<file path="config.mk">
export PLATFORM = sky130hd
export DESIGN_NAME = pipe_stage_elastic
export DESIGN_NICKNAME = d
export VERILOG_FILES = /design/src/rtl/pipe_pkg.sv /design/src/rtl/sat_counter.sv /design/src/rtl/pipe_stage_elastic.sv
export SDC_FILE = /design/constraint.sdc
export NUM_CORES = 1
export LEC_CHECK = 0
export ABC_AREA = 1
export CORE_UTILIZATION = 52
export DETAILED_ROUTE_END_ITERATION = 10
export PLACE_DENSITY = 0.94
export RECOVER_POWER = 25
export SYNTH_ARGS = -nofsm -noshare
export SYNTH_HDL_FRONTEND = slang
export SYNTH_SLANG_ARGS = --single-unit
export TNS_END_PERCENT = 100
</file>
<file path="constraint.sdc">
create_clock -name clk -period 9.7 [get_ports clk]
set_input_delay 1.94 -clock clk [delete_from_list [all_inputs] [get_ports clk]]
set_output_delay 1.94 -clock clk [all_outputs]
set_load 0.03 [all_outputs]
</file>
<file path="src/rtl/pipe_pkg.sv">
// Shared constants for the 5-stage RISC-V pipeline registers.
package pipe_pkg;

  localparam int unsigned XLEN     = 32;
  localparam logic [31:0] RV_NOP   = 32'h0000_0013;

  // Per-boundary payload widths
  localparam int unsigned IF_ID_W  = 2 * XLEN;          // {PC, Inst}
  localparam int unsigned ID_EX_W  = 4 * XLEN + 16;     // {PC, rs1, rs2, imm, ctrl}
  localparam int unsigned EX_MEM_W = 3 * XLEN + 8;      // {alu, store data, pc4, ctrl}
  localparam int unsigned MEM_WB_W = 2 * XLEN + 8;      // {result, pc4, ctrl}

  // Bubble for the IF/ID boundary: PC cleared, instruction is a NOP
  function automatic logic [IF_ID_W-1:0] if_id_bubble();
    return {XLEN'(0), RV_NOP};
  endfunction

endpackage

</file>
<file path="src/rtl/sat_counter.sv">
// Saturating up-counter with async active-high reset; sticks at all-ones.
module sat_counter #(
  parameter int unsigned W = 32
) (
  input  logic         clk,
  input  logic         reset,
  input  logic         inc,
  output logic [W-1:0] count
);

  logic [W-1:0] count_q;
  logic [W-1:0] count_d;

  // Increment unless already saturated
  always_comb begin
    count_d = count_q;
    if (inc && (count_q != {W{1'b1}})) begin
      count_d = count_q + W'(1);
    end
  end

  // Count register
  always_ff @(posedge clk or posedge reset) begin
    if (reset) begin
      count_q <= '0;
    end else begin
      count_q <= count_d;
    end
  end

  assign count = count_q;

endmodule

</file>
<file path="src/rtl/pipe_stage_elastic.sv">
// Elastic pipeline-stage register: main entry plus one hidden skid entry,
// registered in_ready, synchronous flush that injects BUBBLE_VAL.
// Optional performance counters enabled by defining PIPE_STAGE_PERF_EN.
module pipe_stage_elastic
  import pipe_pkg::*;
#(
  parameter int unsigned          PAYLOAD_W  = IF_ID_W,
  parameter logic [PAYLOAD_W-1:0] BUBBLE_VAL = '0
) (
  input  logic                 clk,
  input  logic                 reset,
  input  logic                 flush,
  input  logic                 in_valid,
  output logic                 in_ready,
  input  logic [PAYLOAD_W-1:0] in_data,
  output logic                 out_valid,
  input  logic                 out_ready,
  output logic [PAYLOAD_W-1:0] out_data,
  output logic [31:0]          perf_stall_cnt,
  output logic [31:0]          perf_flush_cnt
);

  logic                 main_valid_q, main_valid_d;
  logic [PAYLOAD_W-1:0] main_data_q,  main_data_d;
  logic                 skid_valid_q, skid_valid_d;
  logic [PAYLOAD_W-1:0] skid_data_q,  skid_data_d;

  logic acc;
  logic pop;

  // Handshakes; in_ready is a direct copy of a flop so upstream sees no comb path
  assign acc = in_valid & ~skid_valid_q;
  assign pop = main_valid_q & out_ready;

  // Next-state: flush first, then the main/skid occupancy table
  always_comb begin
    main_valid_d = main_valid_q;
    main_data_d  = main_data_q;
    skid_valid_d = skid_valid_q;
    skid_data_d  = skid_data_q;

    if (flush) begin
      main_valid_d = 1'b0;
      skid_valid_d = 1'b0;
      main_data_d  = BUBBLE_VAL;
    end else if (!main_valid_q) begin
      if (acc) begin
        main_valid_d = 1'b1;
        main_data_d  = in_data;
      end
    end else if (pop) begin
      if (skid_valid_q) begin
        // Older skid entry moves up; in_ready was low so nothing was accepted
        main_data_d  = skid_data_q;
        skid_valid_d = 1'b0;
      end else if (acc) begin
        main_data_d  = in_data;
      end else begin
        main_valid_d = 1'b0;
      end
    end else if (!skid_valid_q && acc) begin
      // Stalled with room in the skid: park the younger entry there
      skid_valid_d = 1'b1;
      skid_data_d  = in_data;
    end
  end

  // Storage registers
  always_ff @(posedge clk or posedge reset) begin
    if (reset) begin
      main_valid_q <= 1'b0;
      main_data_q  <= BUBBLE_VAL;
      skid_valid_q <= 1'b0;
      skid_data_q  <= BUBBLE_VAL;
    end else begin
      main_valid_q <= main_valid_d;
      main_data_q  <= main_data_d;
      skid_valid_q <= skid_valid_d;
      skid_data_q  <= skid_data_d;
    end
  end

  assign in_ready  = ~skid_valid_q;
  assign out_valid = main_valid_q;
  assign out_data  = main_data_q;

`ifdef PIPE_STAGE_PERF_EN
  logic stall_inc;
  logic flush_inc;

  assign stall_inc = main_valid_q & ~out_ready;
  assign flush_inc = flush & (main_valid_q | skid_valid_q);

  sat_counter #(.W(32)) u_stall_cnt (
    .clk   (clk),
    .reset (reset),
    .inc   (stall_inc),
    .count (perf_stall_cnt)
  );

  sat_counter #(.W(32)) u_flush_cnt (
    .clk   (clk),
    .reset (reset),
    .inc   (flush_inc),
    .count (perf_flush_cnt)
  );
`else
  assign perf_stall_cnt = 32'd0;
  assign perf_flush_cnt = 32'd0;
`endif

endmodule

</file>
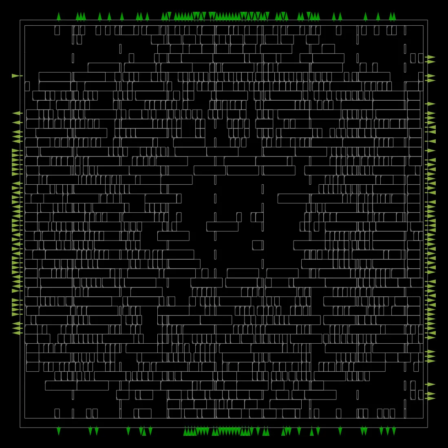
Fig. 1. Cell outlines without signal wires (run 1).
Core Box Area: 0.0132 mm²
Rows: 42
flop count: 130

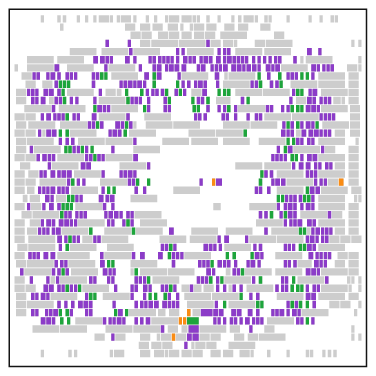
Fig. 2. Gate families picked out (run 1).
(3 px per µm)
NAND gates -> purple  # cells 585, most used nand2_1, where widely spread
inverters -> orange  # cells 6, most used inv_2, where south
NOR gates -> green  # cells 129, most used nor2_1, where widely spread
Non-Filler Instances: 1,264
most frequent logic cell in the layout: nand2_1
logic share of the area: 36.5%

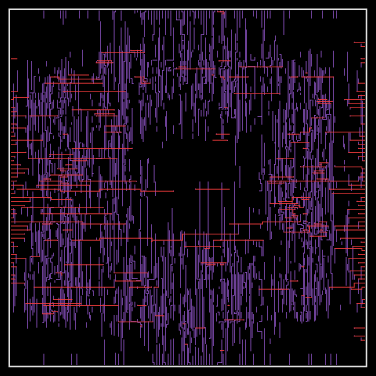
Fig. 3. Signal wires by layer (run 1).
(3 px per µm) Only two layers are drawn.
metal 2 -> purple  # wire length 8,500 µm
metal 3 -> red  # wire length 1,380 µm
WL final: 17,400 µm
GRT Util Overall: 25.8%
DR WL/cell: 13.8 µm
via count: 6,485

==> impl_metrics.json, run 1 <==
{
  "drtIter0Drc": 769,
  "common_cells": "nand2_1, dfrtp_1, nand3_1, nor2_1, buf_4",
  "power.density_mw_per_mm2": 183,
  "firstDrtPassIters": 7,
  "critPathKind": "in2reg",
  "combPwrFrac_pct": 19.0,
  "fmax_ghz": 0.184,
  "max_cap_viol_count": 2,
  "slowest_delay_ns": 1.65,
  "floorplan.core_util_pct": 53.4,
  "drive_gt1_share_pct": 3.86,
  "ios": 199,
  "most_common_cell": "nand2_1",
  "post-route-min-period_ns": 5.43,
  "ant_nets": 0,
  "dieHeight_um": 119,
  "io_buffers": 134,
  "clockBufferDepth": 2,
  "ys_warn_count": 0,
  "peakVddDrop_mv": 0.108,
  "ys_chip_area_mm2": 0.00707,
  "tightestPinTransition_ns": 2.51,
  "die_area_mm2": 0.0141,
  "maxSlewHeadroom_pct": -67.6,
  "p_int_uw": 1100,
  "cp-end-kind": "flip-flop",
  "clock_latency_ns": 0.43,
  "hold_class": "reg2reg",
  "die_w_um": 119,
  "crit_required_ns": 10.01,
  "cp-endpoint": "skid_data_q[25]$_DFFE_PP0P_",
  "rr_startpoint": "skid_valid_q$_DFFE_PP0P_",
  "leakagePower_uw": 0.00474,
  "syn_to_final_growth_pct": 20.8,
  "cts_tree": "built",
  "synth_flops": 130,
  "final.setup.tns_ns": 0,
  "period_used_pct": 55.9,
  "post_cts_resized": 0,
  "hpwl_um": 9900,
  "startpoint_type": "input port",
  "synthArstFlopShare_pct": 100,
  "cts.sinks": 130,
  "critical_path.slowest_cell": "nand2_1",
  "drcViolationCount": 0,
  "yosys_cells": 977,
  "num_antenna_cells": 0,
  "clk_pin_slew_ns": 0.06,
  "rsz0062_at_grt": "false",
  "min-delay-start": "skid_data_q[61]$_DFFE_PP0P_",
  "cts_setup_buffers": 0,
  "layout.nets": 1144,
  "min_to": "skid_data_q[61]$_DFFE_PP0P_",
  "gp_congestion": 0.778,
  "slew_violations": 120,
  "status": "finished, violations left",
  "p_seq_share_pct": 43.4,
  "antenna_found_initial": 0,
  "netlist_area_mm2": 0.00707,
  "flop_cell": "dfrtp_1",
  "crit_chain": "buf_2, buf_4, nand2_1, inv_2, nand2_2, nand2_1, nand2_1",
  "rr_worst_depth": 7,
  "grt_pass1_wl_um": 28800,
  "r2r_slack_ns": 5.36,
  "crit_fanout": 67,
  "warnings": 26,
  "yosysSeqAreaShare_pct": 46.0,
  "edf_count": 0,
  "htree_num_levels": 4,
  "pwr-share-clk_pct": 37.6,
  "cp.arrival_ns": 5.74,
  "fin_worst_skew_ns": 0.00398,
  "cts_root_buffer": "clkbuf_16",
  "grt.overflow.total": 0,
  "synthCells": 977,
  "grt_max_degree": 81,
  "topCellsByArea": "dfrtp_1, nand2_1, nand3_1",
  "violations": "max-capacitance violations, max-slew violations",
  "top_area_share_pct": 46.0,
  "final_core_util_pct": 64.4,
  "syn_avg_cell_area_um2": 7.23,
  "routed_via_density": 5.13,
  "hold_viol": 0,
  "cts_hold_buffers": 0,
  "crit_start": "in_valid",
  "reg2reg_to": "skid_data_q[25]$_DFFE_PP0P_",
  "setup_viol": 0,
  "switching_power_uw": 469,
  "grt_pass1_vias": 5965,
  "crit_path_frequent_cell": "nand2_1"
}
-- run 1: layer usage --
| layer | global-route usage, % | routed length (µm) | part of all wire [%] |
|---|---|---|---|
| met1 | 32.2 | 7090 | 41 |
| met2 | 42.0 | 8500 | 49 |
| met3 | 6.03 | 1380 | 7.9 |
| met4 | 12.4 | 426 | 2.4 |
| met5 | 0 | 0 | 0 |
-- run 1: kinds of logic after synthesis --
group                  after synthesis  synth area share [%]
AOI/OAI and AO/OA                    1                0.0886
buffers and inverters              131                  13.3
DFF                                130                  46.0
other                                1                0.0531
and+or+nand+nor                    714                  40.5
-- run 1: layout make-up --
type,count,area [µm²]
fill,1086,4710
sequential,130,3250
multi-input combinational,779,3110
timing repair buffer,141,1390
clock buffer,26,479
tap,176,220
clock inverter,6,55.1
inverter,6,23.8
-- run 1: power by group through the flow --
| stage | logic, µW | registers, µW | clock network [µW] |
|---|---|---|---|
| final | 297 | 680 | 589 |
| after global routing | 329 | 691 | 622 |
| after CTS | 300 | 679 | 596 |
| after detailed placement | 298 | 686 | 0 |
| after global placement | 288 | 683 | 0 |
| after floorplan | 185 | 713 | 0 |
-- run 1: stage by stage --
| stage | hold WS (ns) | instances | setup WS, ns | instance area (µm²) |
|---|---|---|---|---|
| floorplan | 0.443 | 1040 | 4.29 | 7300 |
| finish | 0.471 | 1264 | 4.27 | 8530 |
| CTS | 0.472 | 1264 | 5.52 | 8540 |
| detailed placement | 0.459 | 1232 | 5.09 | 8010 |
| global placement | 0.454 | 1232 | 5.13 | 8010 |
| global route | 0.492 | 1264 | 3.95 | 8530 |
-- run 1: worst max-delay path, delay by kind of cell --
family        cells  cell delay (ns)
simple gates      4             2.75
buf+inv           3             0.98
-- run 1: registers in the layout (all words and copies together), names as in the netlist --
register	flops
out_data	64
skid_data_q	64
out_valid	1
skid_valid_q	1
--- run 2 (diff from run 1) ---
--- a/config.mk
+++ b/config.mk
@@ -6,9 +6,9 @@
 export NUM_CORES = 1
 export LEC_CHECK = 0
 export ABC_AREA = 1
-export CORE_UTILIZATION = 52
+export CORE_UTILIZATION = 49
 export DETAILED_ROUTE_END_ITERATION = 10
-export PLACE_DENSITY = 0.94
+export PLACE_DENSITY = 0.9
 export RECOVER_POWER = 25
 export SYNTH_ARGS = -nofsm -noshare
 export SYNTH_HDL_FRONTEND = slang
==> constraint.sdc (replaced) <==
create_clock -name clk -period 5.4 [get_ports clk]
set_input_delay 1.08 -clock clk [delete_from_list [all_inputs] [get_ports clk]]
set_output_delay 1.08 -clock clk [all_outputs]
set_load 0.03 [all_outputs]
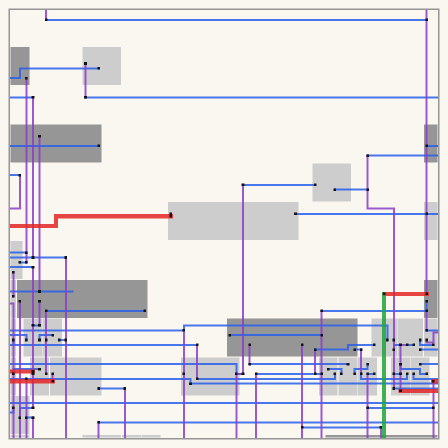
Fig. 4. Layout detail (run 2).
Region (46, 46) to (76, 76) µm. Cells in gray, sequential cells in the stronger gray; small squares are vias.
metal 1 -> blue
metal 3 -> red
metal 4 -> green
metal 2 -> purple
netlist names of flops here include = skid_data_q (2), out_data (1)
cells with their middle in the window = 21
sequential cells in the window = 3
most frequent = nand2_1 (6), nor2_1 (4)

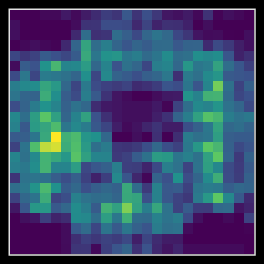
Fig. 5. Routed metal per tile (run 2).
(2 px per µm) The die is cut into 24 by 24 equal tiles; dark purple is low, yellow is high, scaled to the fullest tile. Values are wire area over tile area, all layers added.
tiles over half the peak = 13%
mean over tiles = 0.18
densest ninth of the die = west
nearly empty tiles = 11%
fullest tile = 0.66
WL final: 16,700 µm
GRT Util Overall: 23.7%
via count: 6,368
DR WL/cell: 13.2 µm

==> run 2 against run 1 <==
  * The flow still finishes with violations (max-capacitance violations, max-slew violations)
  * Clock power grew 62%
  * Clock skew grew 0.010 ns
  * Clock-buffer cell count shrank 1
  * Combinational power grew about 80%
  * Global-route usage shrank 2.1 points
  * Setup slack lost 2.2 ns
==> impl_metrics.json, run 2 <==
{
  "status": "finished, violations left",
  "violations": "max-capacitance violations, max-slew violations",
  "post-route-min-period_ns": 3.34,
  "top_area_share_pct": 46.0,
  "dieHeight_um": 122,
  "dpl_cell_area_mm2": 0.00802,
  "holdWs_ns": 0.467,
  "post_cts_resized": 0,
  "simple_gate_share_pct": 40.5,
  "fmax_ghz": 0.300,
  "htree_num_levels": 4,
  "synth_flops": 130,
  "synthXorXnorAreaFrac_pct": 0,
  "drtIter0Drc": 561,
  "startpoint_type": "input port",
  "ios": 199,
  "syn_avg_cell_area_um2": 7.23,
  "floorplan.core_util_pct": 50.5,
  "ys_sh_aoi_pct": 0.0885,
  "antenna_found_initial": 0,
  "synthCells": 977,
  "setup_viol": 0,
  "ys_chip_area_mm2": 0.00707,
  "hpwl_um": 10500,
  "fin_worst_skew_ns": 0.0145,
  "topCellsByArea": "dfrtp_1, nand2_1, nand3_1",
  "netlist_area_mm2": 0.00707,
  "peakVddDrop_mv": 0.217,
  "common_cells": "nand2_1, dfrtp_1, nand3_1, nor2_1, buf_4",
  "rsz0062_at_grt": "false",
  "cts_tree": "built",
  "combPwrFrac_pct": 19.7,
  "tightestPinTransition_ns": 2.31,
  "final_cell_area_mm2": 0.00849,
  "warnings": 26,
  "drive_gt1_share_pct": 3.51,
  "syn_to_final_growth_pct": 20.1,
  "fillerInstances": 1242,
  "edf_count": 0,
  "ant_nets": 0,
  "p_seq_share_pct": 45.1,
  "topCombFamilyByArea": "simple AND/OR/NAND/NOR gates",
  "cp.arrival_ns": 3.63,
  "pwr-share-clk_pct": 35.2,
  "layout.nets": 1145,
  "num_antenna_cells": 0,
  "hold_class": "reg2reg",
  "flop_cell": "dfrtp_1",
  "dp.cells": 1237,
  "grt.overflow.total": 0,
  "switching_power_uw": 819,
  "yosysSeqAreaShare_pct": 46.0,
  "synthArstFlopShare_pct": 100,
  "grt_max_degree": 69,
  "leakagePower_uw": 0.00464,
  "final.setup.tns_ns": 0,
  "cts_root_buffer": "clkbuf_16",
  "grt_pass1_vias": 5899,
  "fp-row-count": 43,
  "p_int_uw": 1890,
  "slew_violations": 54,
  "yosys_cells": 977,
  "final_core_util_pct": 60.7,
  "most_common_cell": "nand2_1",
  "cts.sinks": 130,
  "firstDrtPassIters": 5,
  "ys_warn_count": 0,
  "power.density_mw_per_mm2": 320,
  "io_buffers": 134,
  "lay_top_count": "nand2_1",
  "max_cap_viol_count": 1,
  "crit_required_ns": 5.69
}
-- run 2: power groups by stage --
stage	registers, µW	logic [µW]	clock network, µW
after floorplan	1280	332	0
after global placement	1230	517	0
after detailed placement	1230	538	0
after CTS	1220	540	968
after global routing	1240	597	1020
final	1220	535	954
-- run 2: critical path: stages --
cell     delay [ns]
buf_2          0.08
buf_4          0.57
nand2_4        0.59
inv_2          0.17
nand2_2        0.69
nand2_1        0.31
nand2_1        0.10
-- run 2: path summary, 6_finish.rpt --
check                      slack [ns]                        from  cells past startpoint                           to
max                              2.06                    in_valid                      7  skid_data_q[22]$_DFFE_PP0P_
min                              0.47  skid_data_q[3]$_DFFE_PP0P_                      2   skid_data_q[3]$_DFFE_PP0P_
max reg2reg                      2.45    skid_valid_q$_DFFE_PP0P_                      6  skid_data_q[22]$_DFFE_PP0P_
min reg2reg                      0.47  skid_data_q[3]$_DFFE_PP0P_                      2   skid_data_q[3]$_DFFE_PP0P_
max in group asynchronous        2.24                       reset                      3   skid_data_q[2]$_DFFE_PP0P_
min in group asynchronous        1.75                       reset                      2     out_data[32]$_DFFE_PP0P_
-- run 2: layer usage --
metal  track usage, %  vias up  part of all wire, %
li1                 -     3088                    -
met1             29.9     2965                   43
met2             38.9      291                   48
met3             4.82       24                  7.1
met4             11.1        0                  1.5
met5                0        -                    0
-- run 2: cell type report --
type,instances,area [µm²],share of cell area (%)
inverters,6,23.8,0.280
clock buffers,25,455,5.37
clock inverters,2,10.0,0.118
multi-input cells,779,3120,36.8
well taps,180,225,2.65
repair buffers,142,1400,16.5
flip-flops and latches,130,3250,38.3
Power figures rest on the tool's default switching activity, not on a simulated workload.
